layer_met1.png
Supply wires on this layer in grey.
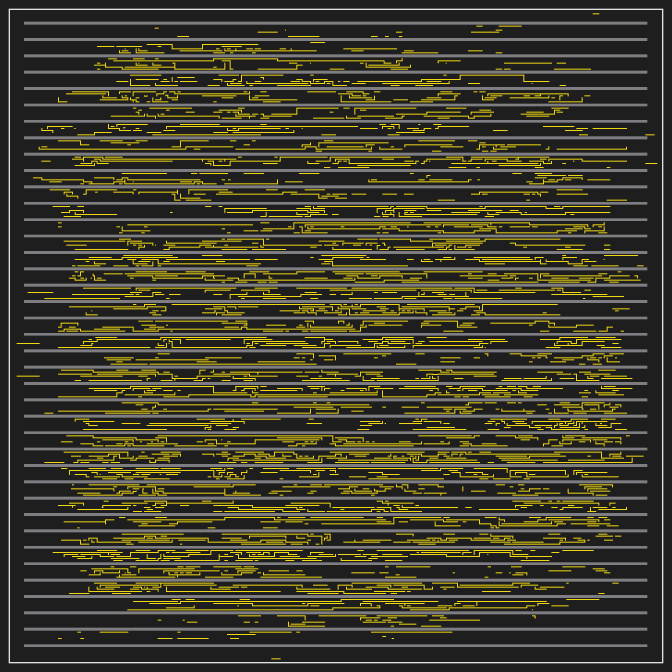
placement.png
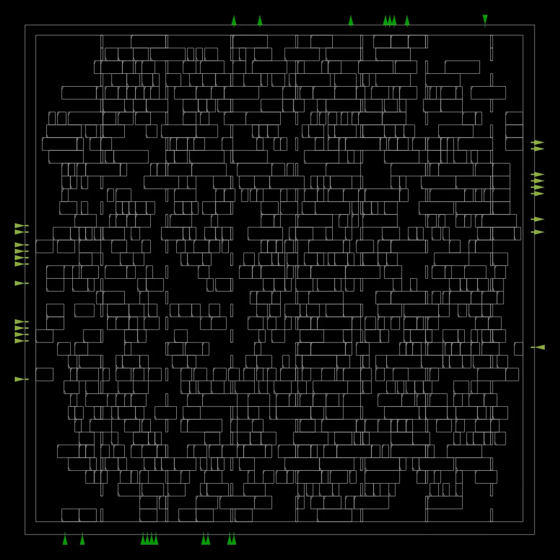
placement_by_type.png
Scale bar: 20 um. Fill, decap, tap and diode cells in grey.
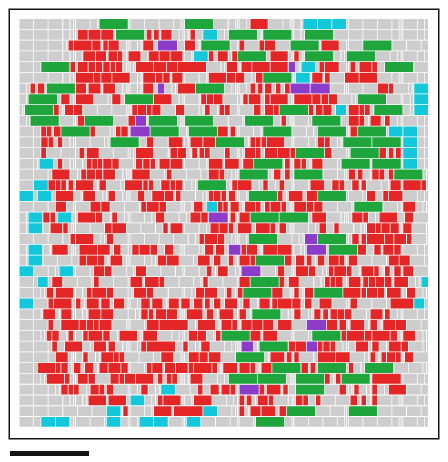
metal_density.png
22 x 22 tiles, from black (low) to pale yellow (high), scaled to the fullest tile. Values are wire area over tile area, all layers added.
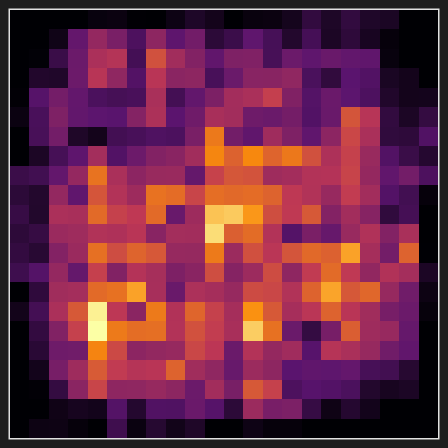
wires.png
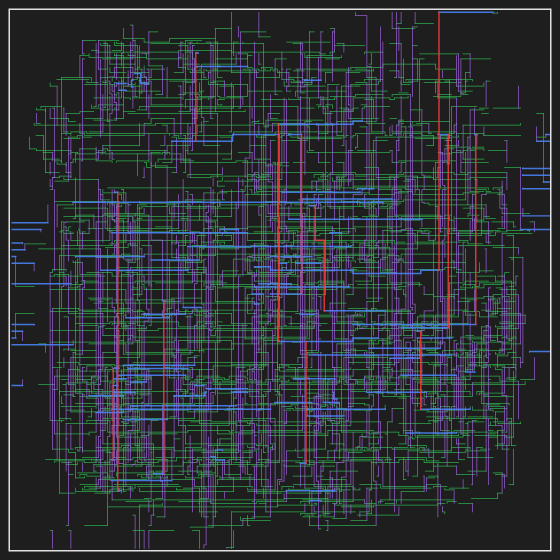
<file path="config.mk">
export PLATFORM = sky130hd
export DESIGN_NAME = alu_seq_flat
export DESIGN_NICKNAME = d
export VERILOG_FILES = /design/src/rtl/alu_pkg.sv /design/src/rtl/alu_seq_if.sv /design/src/rtl/alu_divider.sv /design/src/rtl/alu_seq.sv /design/src/flat_wrapper.sv
export SDC_FILE = /design/constraint.sdc
export NUM_CORES = 1
export LEC_CHECK = 0
export ABC_CLOCK_PERIOD_IN_PS = 7100
export CORE_MARGIN = 2
export CORE_UTILIZATION = 51
export DETAILED_ROUTE_END_ITERATION = 10
export PLACE_DENSITY = 0.71
export SYNTH_ARGS = -nofsm -noshare
export SYNTH_HDL_FRONTEND = slang
export SYNTH_SLANG_ARGS = --single-unit
</file>
<file path="constraint.sdc">
create_clock -name clk -period 7.1 [get_ports clk]
set_input_delay 2.13 -clock clk [delete_from_list [all_inputs] [get_ports clk]]
set_output_delay 2.13 -clock clk [all_outputs]
set_load 0.03 [all_outputs]
</file>
<file path="src/rtl/alu_pkg.sv">
// alu_pkg: shared definitions for the sequential ALU.
//   DEFAULT_WIDTH : default operand/result width
//   op_e          : 4-bit opcode encoding
//   state_e       : control FSM states
package alu_pkg;

  localparam int DEFAULT_WIDTH = 8;

  typedef enum logic [3:0] {
    OP_ADD = 4'b1110,
    OP_SUB = 4'b1101,
    OP_MUL = 4'b1100,
    OP_DIV = 4'b1011,
    OP_MOD = 4'b1010,
    OP_AND = 4'b1001,
    OP_OR  = 4'b1000,
    OP_XOR = 4'b0111,
    OP_SHL = 4'b0110,
    OP_SHR = 4'b0101
  } op_e;

  typedef enum logic [1:0] {
    ST_IDLE,
    ST_MUL,
    ST_DIV,
    ST_DONE
  } state_e;

endpackage

</file>
<file path="src/rtl/alu_seq_if.sv">
// alu_seq_if: request/result bundle of the sequential ALU.
//   master (requester): drives start, op, A, B, Cin; reads S, flags, busy, done
//   slave  (ALU)      : the reverse
interface alu_seq_if
  import alu_pkg::*;
#(
  parameter int WIDTH = DEFAULT_WIDTH
) ();

  logic             start;
  logic [3:0]       op;
  logic [WIDTH-1:0] A;
  logic [WIDTH-1:0] B;
  logic             Cin;
  logic [WIDTH-1:0] S;
  logic             Cout;
  logic             Z;
  logic             N;
  logic             V;
  logic             DZ;
  logic             busy;
  logic             done;

  modport master (
    output start, op, A, B, Cin,
    input  S, Cout, Z, N, V, DZ, busy, done
  );

  modport slave (
    input  start, op, A, B, Cin,
    output S, Cout, Z, N, V, DZ, busy, done
  );

endinterface

</file>
<file path="src/rtl/alu_divider.sv">
// alu_divider: iterative restoring divider, one quotient bit per cycle.
//   clk, rst           : clock, synchronous active-high reset
//   start              : load dividend/divisor and begin (one-cycle pulse)
//   dividend, divisor  : unsigned operands, sampled only with start
//   quotient, remainder: result of the step being taken this cycle;
//                        meaningful only while valid is high
//   valid              : high in the cycle whose step is the last one
// The final step is presented combinationally so the caller can register
// the result on the same edge that completes the division. A zero divisor
// needs no special case: every trial subtraction succeeds, giving an
// all-ones quotient and a remainder equal to the dividend.
module alu_divider
  import alu_pkg::*;
#(
  parameter int WIDTH = DEFAULT_WIDTH
) (
  input  logic             clk,
  input  logic             rst,
  input  logic             start,
  input  logic [WIDTH-1:0] dividend,
  input  logic [WIDTH-1:0] divisor,
  output logic [WIDTH-1:0] quotient,
  output logic [WIDTH-1:0] remainder,
  output logic             valid
);

  localparam int CW = $clog2(WIDTH);
  localparam logic [CW-1:0] LAST = CW'(WIDTH - 1);

  logic [WIDTH-1:0] rem_q;
  logic [WIDTH-1:0] quo_q;
  logic [WIDTH-1:0] dvs_q;
  logic [CW-1:0]    cnt_q;
  logic             run_q;

  logic [WIDTH:0]   trial;
  logic             fits;
  logic [WIDTH-1:0] rem_n;
  logic [WIDTH-1:0] quo_n;

  // The partial remainder stays below the divisor, so after a successful
  // subtraction the difference always fits in WIDTH bits.
  always_comb begin
    trial = {rem_q, quo_q[WIDTH-1]};
    fits  = trial >= {1'b0, dvs_q};
    rem_n = fits ? (trial[WIDTH-1:0] - dvs_q) : trial[WIDTH-1:0];
    quo_n = {quo_q[WIDTH-2:0], fits};
  end

  assign quotient  = quo_n;
  assign remainder = rem_n;
  assign valid     = run_q && (cnt_q == LAST);

  always_ff @(posedge clk) begin
    if (rst) begin
      rem_q <= '0;
      quo_q <= '0;
      dvs_q <= '0;
      cnt_q <= '0;
      run_q <= 1'b0;
    end else if (start) begin
      rem_q <= '0;
      quo_q <= dividend;
      dvs_q <= divisor;
      cnt_q <= '0;
      run_q <= 1'b1;
    end else if (run_q) begin
      rem_q <= rem_n;
      quo_q <= quo_n;
      cnt_q <= cnt_q + CW'(1);
      if (valid) run_q <= 1'b0;
    end
  end

endmodule

</file>
<file path="src/rtl/alu_seq.sv">
// alu_seq: sequential ALU with single-cycle logic/add/shift ops and
// WIDTH-cycle shift-add multiply and restoring divide/modulo.
//   clk, rst : clock, synchronous active-high reset
//   bus      : alu_seq_if slave -- start/op/A/B/Cin in; registered S,
//              Cout/Z/N/V/DZ, busy (MUL/DIV in progress), done (one-cycle
//              pulse when results were just updated)
// Results and flags change only on the edge that enters DONE.
module alu_seq
  import alu_pkg::*;
#(
  parameter int WIDTH = DEFAULT_WIDTH
) (
  input  logic      clk,
  input  logic      rst,
  alu_seq_if.slave  bus
);

  localparam int CW = $clog2(WIDTH);
  localparam logic [CW-1:0] LAST = CW'(WIDTH - 1);

  state_e           state;
  op_e              op_q;
  logic             bzero_q;
  logic [WIDTH-1:0] mcand_q;
  logic [WIDTH-1:0] hi_q;
  logic [WIDTH-1:0] lo_q;
  logic [CW-1:0]    cnt_q;

  logic [WIDTH-1:0] s_q;
  logic             cout_q, z_q, n_q, v_q, dz_q, busy_q, done_q;

  op_e              op_in;
  logic             is_mul_in;
  logic             is_div_in;

  logic [WIDTH:0]   add_full;
  logic [WIDTH:0]   sub_full;
  logic [WIDTH:0]   mul_sum;
  logic [WIDTH-1:0] mul_hi_n;
  logic [WIDTH-1:0] mul_lo_n;

  logic [WIDTH-1:0] div_quo;
  logic [WIDTH-1:0] div_rem;
  logic             div_valid;

  logic             finish;
  logic [WIDTH-1:0] next_s;
  logic             next_cout, next_v, next_dz;

  assign op_in     = op_e'(bus.op);
  assign is_mul_in = (op_in == OP_MUL);
  assign is_div_in = (op_in == OP_DIV) || (op_in == OP_MOD);

  assign add_full = {1'b0, bus.A} + {1'b0, bus.B} + {{WIDTH{1'b0}}, bus.Cin};
  assign sub_full = {1'b0, bus.B} - {1'b0, bus.A};

  // One shift-add step on the {hi, lo} product register: lo starts as the
  // multiplier and is consumed LSB first while product bits shift in.
  always_comb begin
    mul_sum  = {1'b0, hi_q} + (lo_q[0] ? {1'b0, mcand_q} : '0);
    mul_hi_n = mul_sum[WIDTH:1];
    mul_lo_n = {mul_sum[0], lo_q[WIDTH-1:1]};
  end

  alu_divider #(.WIDTH(WIDTH)) u_div (
    .clk       (clk),
    .rst       (rst),
    .start     ((state == ST_IDLE) && bus.start && is_div_in),
    .dividend  (bus.A),
    .divisor   (bus.B),
    .quotient  (div_quo),
    .remainder (div_rem),
    .valid     (div_valid)
  );

  // finish marks the edge that enters DONE; next_* is what S and the flags
  // take on that edge. Unknown opcodes fall through with S=0.
  always_comb begin
    finish    = 1'b0;
    next_s    = '0;
    next_cout = 1'b0;
    next_v    = 1'b0;
    next_dz   = 1'b0;
    case (state)
      ST_IDLE: begin
        if (bus.start && !is_mul_in && !is_div_in) begin
          finish = 1'b1;
          case (op_in)
            OP_ADD: begin
              next_s    = add_full[WIDTH-1:0];
              next_cout = add_full[WIDTH];
              next_v    = (bus.A[WIDTH-1] == bus.B[WIDTH-1]) &&
                          (add_full[WIDTH-1] != bus.A[WIDTH-1]);
            end
            OP_SUB: begin
              next_s    = sub_full[WIDTH-1:0];
              next_cout = sub_full[WIDTH];
              next_v    = (bus.B[WIDTH-1] != bus.A[WIDTH-1]) &&
                          (sub_full[WIDTH-1] != bus.B[WIDTH-1]);
            end
            OP_AND: next_s = bus.A & bus.B;
            OP_OR:  next_s = bus.A | bus.B;
            OP_XOR: next_s = bus.A ^ bus.B;
            OP_SHL: begin
              next_s    = {bus.A[WIDTH-2:0], 1'b0};
              next_cout = bus.A[WIDTH-1];
            end
            OP_SHR: begin
              next_s    = {1'b0, bus.A[WIDTH-1:1]};
              next_cout = bus.A[0];
            end
            default: next_s = '0;
          endcase
        end
      end
      ST_MUL: begin
        if (cnt_q == LAST) begin
          finish = 1'b1;
          next_s = mul_lo_n;
          next_v = |mul_hi_n;
        end
      end
      ST_DIV: begin
        if (div_valid) begin
          finish  = 1'b1;
          next_s  = (op_q == OP_DIV) ? div_quo : div_rem;
          next_dz = bzero_q;
        end
      end
      default: finish = 1'b0;
    endcase
  end

  // Control FSM with registered outputs. Multi-cycle ops latch their
  // operands here (multiplier) or in the divider, so later input changes
  // cannot disturb them; start outside IDLE is simply not looked at.
  always_ff @(posedge clk) begin
    if (rst) begin
      state   <= ST_IDLE;
      op_q    <= OP_ADD;
      bzero_q <= 1'b0;
      mcand_q <= '0;
      hi_q    <= '0;
      lo_q    <= '0;
      cnt_q   <= '0;
      s_q     <= '0;
      cout_q  <= 1'b0;
      z_q     <= 1'b0;
      n_q     <= 1'b0;
      v_q     <= 1'b0;
      dz_q    <= 1'b0;
      busy_q  <= 1'b0;
      done_q  <= 1'b0;
    end else begin
      done_q <= 1'b0;
      if (finish) begin
        s_q    <= next_s;
        cout_q <= next_cout;
        v_q    <= next_v;
        dz_q   <= next_dz;
        z_q    <= (next_s == '0);
        n_q    <= next_s[WIDTH-1];
        busy_q <= 1'b0;
        done_q <= 1'b1;
        state  <= ST_DONE;
      end
      case (state)
        ST_IDLE: begin
          if (bus.start) begin
            op_q    <= op_in;
            bzero_q <= (bus.B == '0);
            if (is_mul_in) begin
              mcand_q <= bus.A;
              hi_q    <= '0;
              lo_q    <= bus.B;
              cnt_q   <= '0;
              busy_q  <= 1'b1;
              state   <= ST_MUL;
            end else if (is_div_in) begin
              busy_q <= 1'b1;
              state  <= ST_DIV;
            end
          end
        end
        ST_MUL: begin
          hi_q  <= mul_hi_n;
          lo_q  <= mul_lo_n;
          cnt_q <= cnt_q + CW'(1);
        end
        ST_DIV: begin
          busy_q <= ~finish;
        end
        ST_DONE: begin
          state <= ST_IDLE;
        end
        default: state <= ST_IDLE;
      endcase
    end
  end

  assign bus.S    = s_q;
  assign bus.Cout = cout_q;
  assign bus.Z    = z_q;
  assign bus.N    = n_q;
  assign bus.V    = v_q;
  assign bus.DZ   = dz_q;
  assign bus.busy = busy_q;
  assign bus.done = done_q;

endmodule

</file>
<file path="src/flat_wrapper.sv">
// flat-port wrapper written by rule: the top's interface ports become plain ports
module alu_seq_flat import alu_pkg::*;
#(
  parameter int WIDTH = DEFAULT_WIDTH
)
  (clk, rst, bus_start, bus_op, bus_A, bus_B, bus_Cin, bus_S, bus_Cout, bus_Z, bus_N, bus_V, bus_DZ, bus_busy, bus_done);
  alu_seq_if #(.WIDTH(WIDTH)) bus_i ();
  input  logic clk;
  input  logic rst;
  input wire logic [$bits(bus_i.start)-1:0] bus_start;
  input wire logic [$bits(bus_i.op)-1:0] bus_op;
  input wire logic [$bits(bus_i.A)-1:0] bus_A;
  input wire logic [$bits(bus_i.B)-1:0] bus_B;
  input wire logic [$bits(bus_i.Cin)-1:0] bus_Cin;
  output wire logic [$bits(bus_i.S)-1:0] bus_S;
  output wire logic [$bits(bus_i.Cout)-1:0] bus_Cout;
  output wire logic [$bits(bus_i.Z)-1:0] bus_Z;
  output wire logic [$bits(bus_i.N)-1:0] bus_N;
  output wire logic [$bits(bus_i.V)-1:0] bus_V;
  output wire logic [$bits(bus_i.DZ)-1:0] bus_DZ;
  output wire logic [$bits(bus_i.busy)-1:0] bus_busy;
  output wire logic [$bits(bus_i.done)-1:0] bus_done;
  assign bus_i.start = bus_start;
  assign bus_i.op = bus_op;
  assign bus_i.A = bus_A;
  assign bus_i.B = bus_B;
  assign bus_i.Cin = bus_Cin;
  assign bus_S = bus_i.S;
  assign bus_Cout = bus_i.Cout;
  assign bus_Z = bus_i.Z;
  assign bus_N = bus_i.N;
  assign bus_V = bus_i.V;
  assign bus_DZ = bus_i.DZ;
  assign bus_busy = bus_i.busy;
  assign bus_done = bus_i.done;
  alu_seq #(.WIDTH(WIDTH)) u_core (.clk(clk), .rst(rst), .bus(bus_i));
endmodule
</file>
==> Slide: Implementation Results <==
Key Metrics from the Run

Place
  • Final HPWL DP: about 12 mm
  • Placement Setup Slack: 1490 ps
  • RePlAce Congestion: 0.953

Logic synthesis
  • Seq cells post-synth: 76
  • Proportion of synthesized chip area in sequential cells: 0.274
  • Proportion of register bits with asynchronous set or reset after synthesis: 0
  • Post-synthesis share of cell area spent on and-or and or-and gates: 0.252
  • Number of warnings issued by yosys: 0
  • Most area-consuming cells after synthesis: dfxtp_1 (27%), ha_1 (11%), nor2_1 (6.7%)
  • Most used DFF post-synth: dfxtp_1
  • Area fraction of the dominant cell type after synthesis: 0.274
  • Post-synth top area cell: dfxtp_1
  • Post-synth EDFFs: 0
  • Avg Inst Size Synth: about 8 sq um
  • Cell types with the highest counts after synthesis: nor2_1 (99), dfxtp_1 (76), nand2_1 (54)

Final layout
  • Non-clock buffer count: 42
  • Nonclk inv count: 41
  • Fraction of final layout cells sized beyond drive strength 1: 0.0426
  • Most frequent logic cells in the routed design: nor2_1 (99), dfxtp_1 (76), nand2_1 (54)
  • Non-clock buffer share: 0.0662
  • Leading cell type in the layout, fill and taps excluded: nor2_1
  • Final Net Count: 800
  • Fraction of area in multi-input gates: 0.603

Pwr
  • Leakage power of the design: between 2 and 2.5 nW
  • Clock network power: 299 uW
  • Sw Ratio: 0.408
  • Combinational cell fraction of total power: 0.391
  • Internal power: around 810 uW

GRT
  • Global routing's busiest layer: met2
  • Vias in the first global route: 4969
  • Number of antenna violations at the first check in global routing: 0

Clock tree
  • TritonCTS Buffers: 9
  • CTS Sinks: 76
  • Deepest clock path buffer count: 2
  • Total number of H-tree levels: 3
  • Clk slew on worst S/H paths: 80 ps

Routing
  • Met1 WL: between 7 and 8 mm
  • Number of detailed-route iterations in the first pass: 7
  • Met3 wire length: 908 um
  • Number of remaining DRC errors: 0

STA
  • Post-route setup TNS: 0 ps
  • RSZ-0062 raised after global routing: false
  • Setup slack after layout: 1820 ps
  • Maximum clock skew at final layout: 13.1 ps
  • Hold Violations, Final: 0

Setup path
  • Number of gates on the worst path with buffers counted: 12
  • Cell-by-cell trace of the critical path: clkdlybuf4s50_1, inv_1, ha_1, fa_1, o21bai_1, a21oi_1, a221o_1, a21oi_1, nor2_1, a211oi_1, nand4_1, o31ai_1
  • Critical path peak fanout: 6
  • WP buf/inv: 2
  • Capturing point of the worst reg2reg path: u_core.bus.V
  • Startpoint-to-endpoint class of the critical path: primary input to register
  • R2R depth: 11
  • Setup crit start: bus_B[0]
  • Crit-path max cell delay: around 650 ps
  • Worst path arrival time: 5550 ps
  • Type of destination of the critical path: register

Floorplan
  • Y dimension of the die: 108 um
  • Core utilization before placement: 0.518
  • Die outline area: 0.0117 sq mm
  • Number of tapcells: 140

Job
  • OpenROAD warning count: 45

Hold path
  • Number of cells on the worst hold path: 2
  • Terminating pin of the worst hold path: u_core.u_div.dvs_q[1]
  • HP Start: u_core.u_div.dvs_q[1]

Outcome
  • Run status: complete, no violations
About layer_met1.png:
nets with wire on the layer: 738
longest straight run: 35.0 um
vias after detailed routing: 5374
met1 capacity usage during global routing: 0.367
wire length reported by the detailed router: 16.2 mm

About placement.png:
flip-flops: 76
fillers: 1036
non-filler instance count after layout: 868
standard-cell rows: 38
final core utilization: 0.573

About placement_by_type.png:
| class | colour | cells |
|---|---|---|
| clock drivers and dummy loads | purple | 16 |
| remaining buffers and delay cells | cyan | 42 |
| combinational and other logic | red | 594 |
| sequential cells | green | 76 |

About metal_density.png:
densest ninth of the die: centre
tiles over half the peak: 19%
nearly empty tiles: 12%
fullest tile: 0.70
mean over tiles: 0.22

About wires.png:
| layer | colour | wire length |
|---|---|---|
| metal 1 | green | 7150 um |
| metal 3 | blue | 908 um |
| metal 4 | red | 398 um |
| metal 2 | purple | 7740 um |
routed len/inst: 18.7 um
GRT Resource Usage Total: 0.283

Power and IR drop assume default switching activity.
